**Run 1: placed cells, one color a class**

Fill, decap, tap and diode cells in gray.
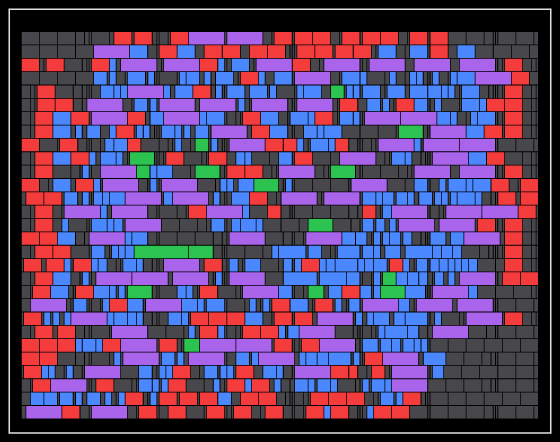
**Run 1: sequential cells grouped by signal name**

Bar = 20 um. Other sequential cells in the stronger gray, the rest of the logic in the fainter gray.
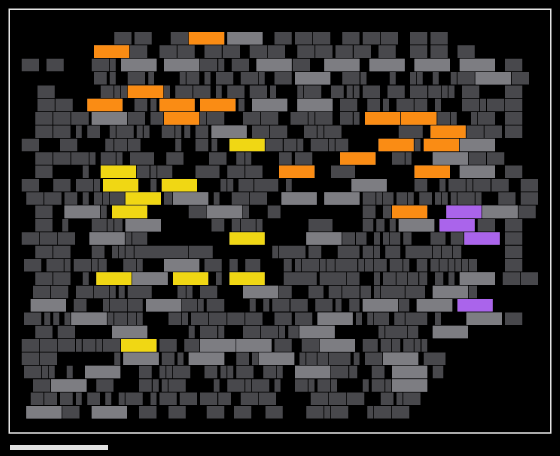
**Run 1: metal layers overlaid**

Bar = 20 um. Two of the layers only.
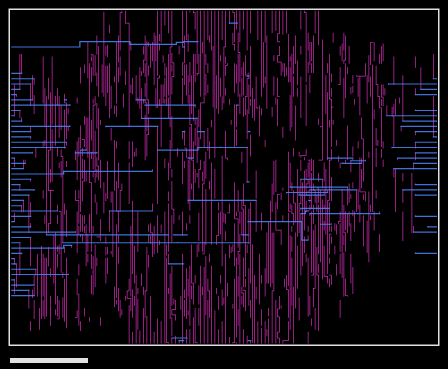
**Run 1: the clock network**

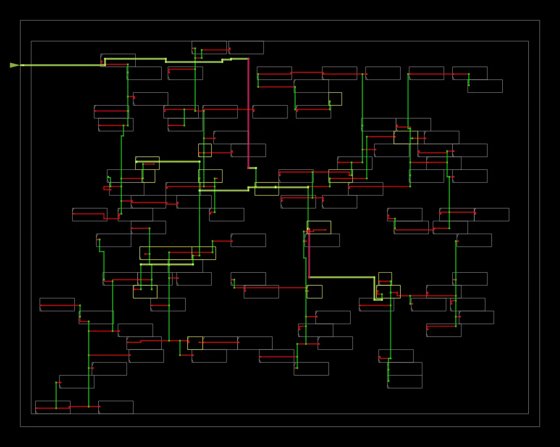
**src/rtl/fast_vram_sched.sv**
```systemverilog
// fast_vram_sched
// Slot scheduler / arbiter for the fast (upper 2K-word) sprite VRAM.
// A 16-cycle frame is split into four 4-cycle slots:
//   slot 0 : Y-parse read (idle when PARSE_EN=0)
//   slot 1 : active-list write (ACTIVE_WR_REQ=1) or read
//   slot 2 : render read
//   slot 3 : buffered CPU access (idle when nothing pending)
// Optional feature macro: FAST_VRAM_CPU_STEAL_EN. When defined, an idle
// slot 0 (PARSE_EN=0) is given to a pending CPU access.
//
// Ports
//   CLK_24M        in   system clock
//   nRESET         in   synchronous active-low reset
//   SYNC           in   frame realign pulse (next cnt = 0, aborts slot)
//   PARSE_EN/ADDR  in   Y-parse request and address
//   ACTIVE_*       in   active-list write request, address, write data
//   RENDER_ADDR    in   render read address
//   CPU_REQ/WR/ADDR/WDATA in  CPU request (held until CPU_ACK)
//   VRAM_DIN       in   VRAM read bus
//   CPU_ACK        out  one-cycle CPU completion pulse
//   CPU_RDATA      out  CPU read data, held after CPU_ACK
//   ACTIVE_ACK     out  one-cycle active-list write completion pulse
//   LATCH          out  one-hot read strobes [parse, active, render, cpu]
//   SLOT           out  current slot number
//   VRAM_ADDR/DOUT/OE out registered VRAM address, write data, bus drive
//   nCWE           out  VRAM write enable, active low
//
// Frame position table (cnt = {slot, phase})
//   phase | meaning
//   0     | owner/address launched (decided on the edge entering it)
//   1     | write strobe low for write slots
//   2     | write strobe low for write slots
//   3     | read strobe (LATCH); data sampled on the edge ending it
module fast_vram_sched (
    input  logic        CLK_24M,
    input  logic        nRESET,
    input  logic        SYNC,
    input  logic        PARSE_EN,
    input  logic [10:0] PARSE_ADDR,
    input  logic        ACTIVE_WR_REQ,
    input  logic [10:0] ACTIVE_ADDR,
    input  logic [15:0] ACTIVE_WDATA,
    input  logic [10:0] RENDER_ADDR,
    input  logic        CPU_REQ,
    input  logic        CPU_WR,
    input  logic [10:0] CPU_ADDR,
    input  logic [15:0] CPU_WDATA,
    input  logic [15:0] VRAM_DIN,
    output logic        CPU_ACK,
    output logic [15:0] CPU_RDATA,
    output logic        ACTIVE_ACK,
    output logic [3:0]  LATCH,
    output logic [1:0]  SLOT,
    output logic [10:0] VRAM_ADDR,
    output logic [15:0] VRAM_DOUT,
    output logic        VRAM_OE,
    output logic        nCWE
);

    localparam logic [1:0] OWN_PARSE  = 2'd0;
    localparam logic [1:0] OWN_ACTIVE = 2'd1;
    localparam logic [1:0] OWN_RENDER = 2'd2;
    localparam logic [1:0] OWN_CPU    = 2'd3;

    logic [3:0]  r_cnt;
    logic        r_busy;
    logic        r_cpu_wr;
    logic [10:0] r_cpu_addr;
    logic [15:0] r_cpu_wdata;
    logic        r_acc_vld;
    logic        r_acc_wr;
    logic [1:0]  r_own;
    logic [10:0] r_vram_addr;
    logic [15:0] r_vram_dout;
    logic        r_vram_oe;
    logic        r_ncwe;
    logic [3:0]  r_latch;
    logic        r_cpu_ack;
    logic        r_active_ack;
    logic [15:0] r_cpu_rdata;

    logic [3:0]  w_cnt_nxt;
    logic        w_decide;
    logic        w_done;
    logic        w_cpu_done;
    logic        w_busy_avail;
    logic        w_cpu_accept;
    logic        w_nx_vld;
    logic        w_nx_wr;
    logic [1:0]  w_nx_own;
    logic [10:0] w_nx_addr;
    logic [15:0] w_nx_dout;
    logic        w_vld_post;
    logic        w_wr_post;
    logic [1:0]  w_own_post;
    logic [1:0]  w_ph_post;
    logic        w_ncwe_nxt;
    logic [3:0]  w_latch_nxt;

    // State register
    always_ff @(posedge CLK_24M) begin
        if (!nRESET) begin
            r_cnt        <= 4'd0;
            r_busy       <= 1'b0;
            r_cpu_wr     <= 1'b0;
            r_cpu_addr   <= 11'd0;
            r_cpu_wdata  <= 16'd0;
            r_acc_vld    <= 1'b0;
            r_acc_wr     <= 1'b0;
            r_own        <= OWN_PARSE;
            r_vram_addr  <= 11'd0;
            r_vram_dout  <= 16'd0;
            r_vram_oe    <= 1'b0;
            r_ncwe       <= 1'b1;
            r_latch      <= 4'd0;
            r_cpu_ack    <= 1'b0;
            r_active_ack <= 1'b0;
            r_cpu_rdata  <= 16'd0;
        end else begin
            r_cnt <= w_cnt_nxt;
            if (w_decide) begin
                r_acc_vld   <= w_nx_vld;
                r_acc_wr    <= w_nx_wr;
                r_own       <= w_nx_own;
                r_vram_addr <= w_nx_addr;
                r_vram_dout <= w_nx_dout;
                r_vram_oe   <= w_nx_vld & w_nx_wr;
            end
            r_ncwe       <= w_ncwe_nxt;
            r_latch      <= w_latch_nxt;
            r_cpu_ack    <= w_cpu_done;
            r_active_ack <= w_done && (r_own == OWN_ACTIVE) && r_acc_wr;
            if (w_cpu_done && !r_acc_wr) begin
                r_cpu_rdata <= VRAM_DIN;
            end
            if (w_cpu_done) begin
                r_busy <= 1'b0;
            end else if (w_cpu_accept) begin
                r_busy      <= 1'b1;
                r_cpu_wr    <= CPU_WR;
                r_cpu_addr  <= CPU_ADDR;
                r_cpu_wdata <= CPU_WDATA;
            end
        end
    end

    // Next-state: frame counter, slot completion and owner decision
    always_comb begin
        w_cnt_nxt    = SYNC ? 4'd0 : r_cnt + 4'd1;
        w_decide     = (w_cnt_nxt[1:0] == 2'd0);
        // A slot only completes if it reaches the end of phase 3; SYNC
        // earlier in the slot discards it without strobes or ACK.
        w_done       = r_acc_vld && (r_cnt[1:0] == 2'd3);
        w_cpu_done   = w_done && (r_own == OWN_CPU);
        // An access finishing on this edge must not be granted again.
        w_busy_avail = r_busy && !w_cpu_done;
        w_cpu_accept = CPU_REQ && !r_busy && !r_cpu_ack;

        w_nx_vld  = 1'b0;
        w_nx_wr   = 1'b0;
        w_nx_own  = OWN_PARSE;
        w_nx_addr = r_vram_addr;
        w_nx_dout = r_vram_dout;
        case (w_cnt_nxt[3:2])
            2'd0: begin
                if (PARSE_EN) begin
                    w_nx_vld  = 1'b1;
                    w_nx_own  = OWN_PARSE;
                    w_nx_addr = PARSE_ADDR;
                end
`ifdef FAST_VRAM_CPU_STEAL_EN
                else if (w_busy_avail) begin
                    w_nx_vld  = 1'b1;
                    w_nx_wr   = r_cpu_wr;
                    w_nx_own  = OWN_CPU;
                    w_nx_addr = r_cpu_addr;
                    if (r_cpu_wr) begin
                        w_nx_dout = r_cpu_wdata;
                    end
                end
`endif
            end
            2'd1: begin
                w_nx_vld  = 1'b1;
                w_nx_wr   = ACTIVE_WR_REQ;
                w_nx_own  = OWN_ACTIVE;
                w_nx_addr = ACTIVE_ADDR;
                if (ACTIVE_WR_REQ) begin
                    w_nx_dout = ACTIVE_WDATA;
                end
            end
            2'd2: begin
                w_nx_vld  = 1'b1;
                w_nx_own  = OWN_RENDER;
                w_nx_addr = RENDER_ADDR;
            end
            default: begin
                if (w_busy_avail) begin
                    w_nx_vld  = 1'b1;
                    w_nx_wr   = r_cpu_wr;
                    w_nx_own  = OWN_CPU;
                    w_nx_addr = r_cpu_addr;
                    if (r_cpu_wr) begin
                        w_nx_dout = r_cpu_wdata;
                    end
                end
            end
        endcase
    end

    // Output strobes, registered from the post-edge slot state
    always_comb begin
        w_vld_post  = w_decide ? w_nx_vld : r_acc_vld;
        w_wr_post   = w_decide ? w_nx_wr  : r_acc_wr;
        w_own_post  = w_decide ? w_nx_own : r_own;
        w_ph_post   = w_cnt_nxt[1:0];
        w_ncwe_nxt  = !(w_vld_post && w_wr_post &&
                        ((w_ph_post == 2'd1) || (w_ph_post == 2'd2)));
        w_latch_nxt = 4'd0;
        if (w_vld_post && !w_wr_post && (w_ph_post == 2'd3)) begin
            w_latch_nxt = 4'b0001 << w_own_post;
        end
    end

    assign SLOT       = r_cnt[3:2];
    assign VRAM_ADDR  = r_vram_addr;
    assign VRAM_DOUT  = r_vram_dout;
    assign VRAM_OE    = r_vram_oe;
    assign nCWE       = r_ncwe;
    assign LATCH      = r_latch;
    assign CPU_ACK    = r_cpu_ack;
    assign ACTIVE_ACK = r_active_ack;
    assign CPU_RDATA  = r_cpu_rdata;

endmodule

```
**config.mk**
```make
export PLATFORM = sky130hd
export DESIGN_NAME = fast_vram_sched
export DESIGN_NICKNAME = d
export VERILOG_FILES = /design/src/rtl/fast_vram_sched.sv
export SDC_FILE = /design/constraint.sdc
export NUM_CORES = 1
export LEC_CHECK = 0
export CORE_AREA = 2 2 108 84
export DETAILED_ROUTE_END_ITERATION = 16
export DIE_AREA = 0 0 110 86
export PLACE_DENSITY = 0.84
export SYNTH_ARGS = -nofsm -noshare
export SYNTH_HDL_FRONTEND = slang
export SYNTH_SLANG_ARGS = --single-unit
```
**constraint.sdc**
```tcl
create_clock -name CLK_24M -period 5.12 [get_ports CLK_24M]
set_input_delay 1.536 -clock CLK_24M [delete_from_list [all_inputs] [get_ports CLK_24M]]
set_output_delay 1.536 -clock CLK_24M [all_outputs]
set_load 0.02 [all_outputs]
```
==> flow_metrics.env, run 1 <==
# source this file to load flow results
export IMPL_fmax_mhz=269.3
export IMPL_comb_share_pct=33.88
export IMPL_synthCells=439
export IMPL_grt_antenna_before_repair=0
export IMPL_p_int_uw=1042
export IMPL_r2r_start="r_cnt[0]$_SDFF_PN0_"
export IMPL_finalCritPeriodShare_pct=72.53
export IMPL_clk_path_buf_depth=2
export IMPL_mi_logic_area_um2=1886
export IMPL_viasPerCell=5.280
export IMPL_top_cell_area_share_pct=45.51
export IMPL_reg2reg_depth=10
export IMPL_place_hpwl_mm=7.797
export IMPL_rows=29
export IMPL_slew_headroom_pct=26.11
export IMPL_yosysCellCount=439
export IMPL_hold_violations=0
export IMPL_grt_max_degree=64
export IMPL_worst_path_max_fanout=14
export IMPL_common_cells="132 x nand2_1, 88 x dfxtp_1, 29 x a21boi_0"
export IMPL_status="completed"
export IMPL_skew_ns=0.01193
export IMPL_firstDrtPassIters=5
export IMPL_dr_wl_met3_um=789
export IMPL_warning_count=30
export IMPL_rsz0062_at_grt="no"
export IMPL_fill_cells=698
export IMPL_grt_use_met3_pct=5.775
export IMPL_area_growth_pct=43.76
export IMPL_placed_cells=669
export IMPL_gp_congestion=0.8757
export IMPL_preCtsSetupSlack_ns=1.117
export IMPL_holdBufCountCts=0
export IMPL_p_sw_share_pct=24.96
export IMPL_fin_hold_ws_ns=0.4520
export IMPL_drv_cap=0
export IMPL_r2r_end="LATCH[3]$_SDFF_PN0_"
export IMPL_topCellsByArea="dfxtp_1 46%, nand2_1 13%, a21boi_0 5.6%, mux2i_1 4.1%, o211a_1 4.1%"
export IMPL_cp_arrival_ns=3.98
export IMPL_r2r_setup_slack_ns=2.36
export IMPL_start_kind="primary input"
export IMPL_hp_class="register to register"
export IMPL_end_kind="register"
export IMPL_ys_ff=88
export IMPL_critPathKind="primary input to register"
export IMPL_design_core_area_um2=8309
export IMPL_io_buffers=151
export IMPL_route_detailed_drc=0
export IMPL_ff_type="dfxtp_1"
export IMPL_synth_cell_types=40
Notes on 'placed cells, one color a class' above:
legend:
  red:
    class: remaining buffers and delay cells
    cells: 158
    share_of_their_area: 29%
  green:
    class: clock drivers and dummy loads
    cells: 16
    share_of_their_area: 3.7%
  purple:
    class: registers
    cells: 88
    share_of_their_area: 32%
  blue:
    class: remaining logic cells
    cells: 315
    share_of_their_area: 35%
design area: 5565 um2
sequential share of cell area: 31.65%

Notes on 'sequential cells grouped by signal name' above:
legend:
  orange:
    signal: `r_cpu_wdata`
    placed_flops: 16
  purple:
    signal: `LATCH`
    placed_flops: 4
    where: middle right
  yellow:
    signal: `VRAM_ADDR`
    placed_flops: 11
    where: middle left
not colored: 57
fin util: 66.98%
FF+latch area: 1762 um2
P_seq: 720 uW

Notes on 'metal layers overlaid' above:
legend:
  blue:
    layer: M3
    wire_length: 789 um
  magenta:
    layer: M2
    wire_length: 5260 um
Total GRT Usage: 23.00%
vias: 3617

Notes on 'the clock network' above:
cts bufs inserted: 9
clock sink count: 88
Worst-Skew Late Latency: 0.35 ns

run 1: worst max-delay path, cell delays in order:
cell,delay [ns]
clkdlybuf4s50_1,0.52
nor2_1,0.12
inv_1,0.11
ha_1,0.55
a21o_1,0.25
a31oi_1,0.15
a2111oi_2,0.42
a21oi_1,0.13
a311oi_1,0.20
run 1: power by group through the flow:
stage | sequential (uW) | combinational (uW) | clock [uW]
detailed placement | 736 | 181 | 0
CTS | 720 | 183 | 497
finish | 720 | 183 | 485
floorplan | 739 | 71.1 | 0
global placement | 735 | 177 | 0
global route | 723 | 199 | 519
run 1: kinds of logic after synthesis:
family / count (synthesis) / share of synthesized area (%)
AOI/OAI and AO/OA: 112 / 23.01
buffers and inverters: 42 / 5.850
DFF: 88 / 45.51
muxes: 16 / 4.137
adders and majority gates: 7 / 2.262
xor gates and xnor gates: 2 / 0.4526
and+or+nand+nor: 172 / 18.78
run 1: cells in the final DEF (no fill, tap or decap), types with 2 or more instances in the layout:
cell,synthesis,layout
clkdlybuf4s50_1,0,150
nand2_1,132,132
dfxtp_1,88,88
a21boi_0,29,29
a21boi_1,16,16
mux2i_1,16,16
o211a_1,16,16
o21ai_1,12,12
nor2_1,11,11
a222oi_1,11,11
o2111ai_1,11,11
clkbuf_8,0,9
and2_1,7,7
buf_4,3,7
ha_1,7,6
inv_1,5,5
nand3_1,5,5
a21oi_1,4,4
clkinvlp_4,0,4
nand2b_1,3,3
nor2b_1,3,3
a31oi_1,3,3
o21ai_0,3,3
nand4_1,2,2
a2111oi_2,2,2
and3_1,2,2
nor3_1,2,2
inv_6,0,2
==> inputs of run 2 (changes only) <==
Settings changed: CORE_AREA 2 2 108 84 to 2 2 112 87, DIE_AREA 0 0 110 86 to 0 0 114 89, PLACE_DENSITY 0.84 to 0.79.
Clock period 5.12 ns to 3.7 ns, I/O delays scaled along.
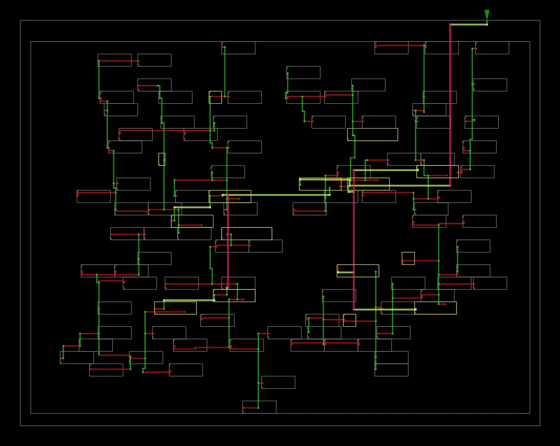
**Above:** run 2 (the clock network).
Final Skew: 0.008354 ns
Clk power: 952 uW

==> run 2 against run 1 <==
Against the previous run:
- utilization decreased by 3.1 points
- first-iteration DRC count rose by 37%
- count of clock-buffer cells in the layout up 1
- clock skew shrank 0.0036 ns
- clock power grew 96%
- cell count is 0.88% higher
- via count up 0.75%
- critical path type unchanged
- largest power group unchanged
- highest routed layer unchanged
==> flow_metrics.env, run 2 <==
# source this file to load flow results
export IMPL_ff_type="dfxtp_1"
export IMPL_synthCells=439
export IMPL_drv_cap=0
export IMPL_top_cell_area_share_pct=45.51
export IMPL_comb_power_uw=253
export IMPL_common_cells="132 x nand2_1, 88 x dfxtp_1, 29 x a21boi_0"
export IMPL_lay_top_count="clkdlybuf4s50_1"
export IMPL_p_seq_uw=998
export IMPL_worst_path_max_fanout=22
export IMPL_via_count=3644
export IMPL_critPathBufInv=1
export IMPL_gp_congestion=0.8928
export IMPL_fmax_mhz=308.8
export IMPL_clock_latency_ns=0.33
export IMPL_p_int_uw=1715
export IMPL_worstPathCellList="clkdlybuf4s50_1 -> nor2_1 -> ha_2 -> a2111oi_2 -> nor2_2 -> o2111ai_1 -> o21ai_1"
export IMPL_regArea_um2=1762
export IMPL_mi_logic_area_um2=1888
export IMPL_area_growth_pct=47.38
export IMPL_critPathKind="primary input to register"
export IMPL_synth_cell_area_um2=3871
export IMPL_place_hpwl_mm=7.830
export IMPL_final_cell_mix="150 x clkdlybuf4s50_1, 132 x nand2_1, 88 x dfxtp_1"
export IMPL_seq_share_pct=30.88
export IMPL_hold_violations=0
export IMPL_comb_share_pct=33.09
export IMPL_ys_ff=88
export IMPL_final_util_pct=63.87
export IMPL_cp_arrival_ns=3.51
export IMPL_status="completed"
export IMPL_synth_cell_types=40
export IMPL_clock_sink_count=88
export IMPL_warning_count=30
export IMPL_design_core_area_um2=8934
export IMPL_grt_usage_pct=21.02
export IMPL_numCtsBuffers=9
export IMPL_cpPeakStageDelay_ns=0.69
export IMPL_grt_max_degree=52
export IMPL_fill_cells=777
export IMPL_slew_headroom_pct=27.72
export IMPL_clk_path_buf_depth=2
export IMPL_rows=30
export IMPL_viasPerCell=5.274
export IMPL_rsz0062_at_grt="no"
export IMPL_dr_max_layer_used="met4"
export IMPL_maxPowerGroup="registers"
export IMPL_finalCritPeriodShare_pct=87.52
export IMPL_holdBufCountCts=0
export IMPL_yosysCellCount=439
export IMPL_io_buffers=151
export IMPL_p_sw_share_pct=22.19
export IMPL_slowest_stage="nor2_2"
export IMPL_path_delay_family="simple AND/OR/NAND/NOR gates"
-- run 2: netlist changes by cell type in the layout (fill, tap and decap cells not counted) --
cell        delta
nor2_2         +1
clkbuf_1       +1
clkbuf_8       -9
nor2_1         -1
clkbuf_16      +9
inv_6          -2
bufinv_16      +1
clkinvlp_4     -1
buf_4          +3
-- run 2: cell families (layout without fill, tap and decap cells) --
group | after synthesis | count (layout) | share of synthesized area, %
adders and majority gates | 7 | 7 | 2.262
AOI/OAI and AO/OA | 112 | 112 | 23.01
buffers and inverters | 42 | 182 | 5.850
muxes | 16 | 16 | 4.137
and+or+nand+nor | 172 | 172 | 18.78
xor gates and xnor gates | 2 | 2 | 0.4526
DFF | 88 | 88 | 45.51
-- run 2: layer usage --
metal	vias to the layer above	GRT usage [%]
met5	-	0
met4	0	5.876
met3	12	5.492
met2	122	36.63
met1	1711	26.10
li1	1799	-
-- run 2: worst reg2reg max path: stages (launching register included) --
cell       delay, ns
dfxtp_1         0.33
ha_1            0.26
xnor2_1         0.15
nor2_1          0.26
ha_2            0.44
a2111oi_2       0.10
nor2_2          0.69
o2111ai_1       0.26
o21ai_1         0.12
-- run 2: worst paths after layout --
path | from | slack (ns) | endpoint | cells after the start
max | SYNC | 0.46 | VRAM_ADDR[5]$_SDFFE_PN0P_ | 7
min | r_cpu_wdata[13]$_SDFFE_PN0P_ | 0.45 | r_cpu_wdata[13]$_SDFFE_PN0P_ | 2
max reg2reg | r_cnt[0]$_SDFF_PN0_ | 1.04 | VRAM_ADDR[5]$_SDFFE_PN0P_ | 8
min reg2reg | r_cpu_wdata[13]$_SDFFE_PN0P_ | 0.45 | r_cpu_wdata[13]$_SDFFE_PN0P_ | 2
Power is estimated from default activity; no workload was simulated.
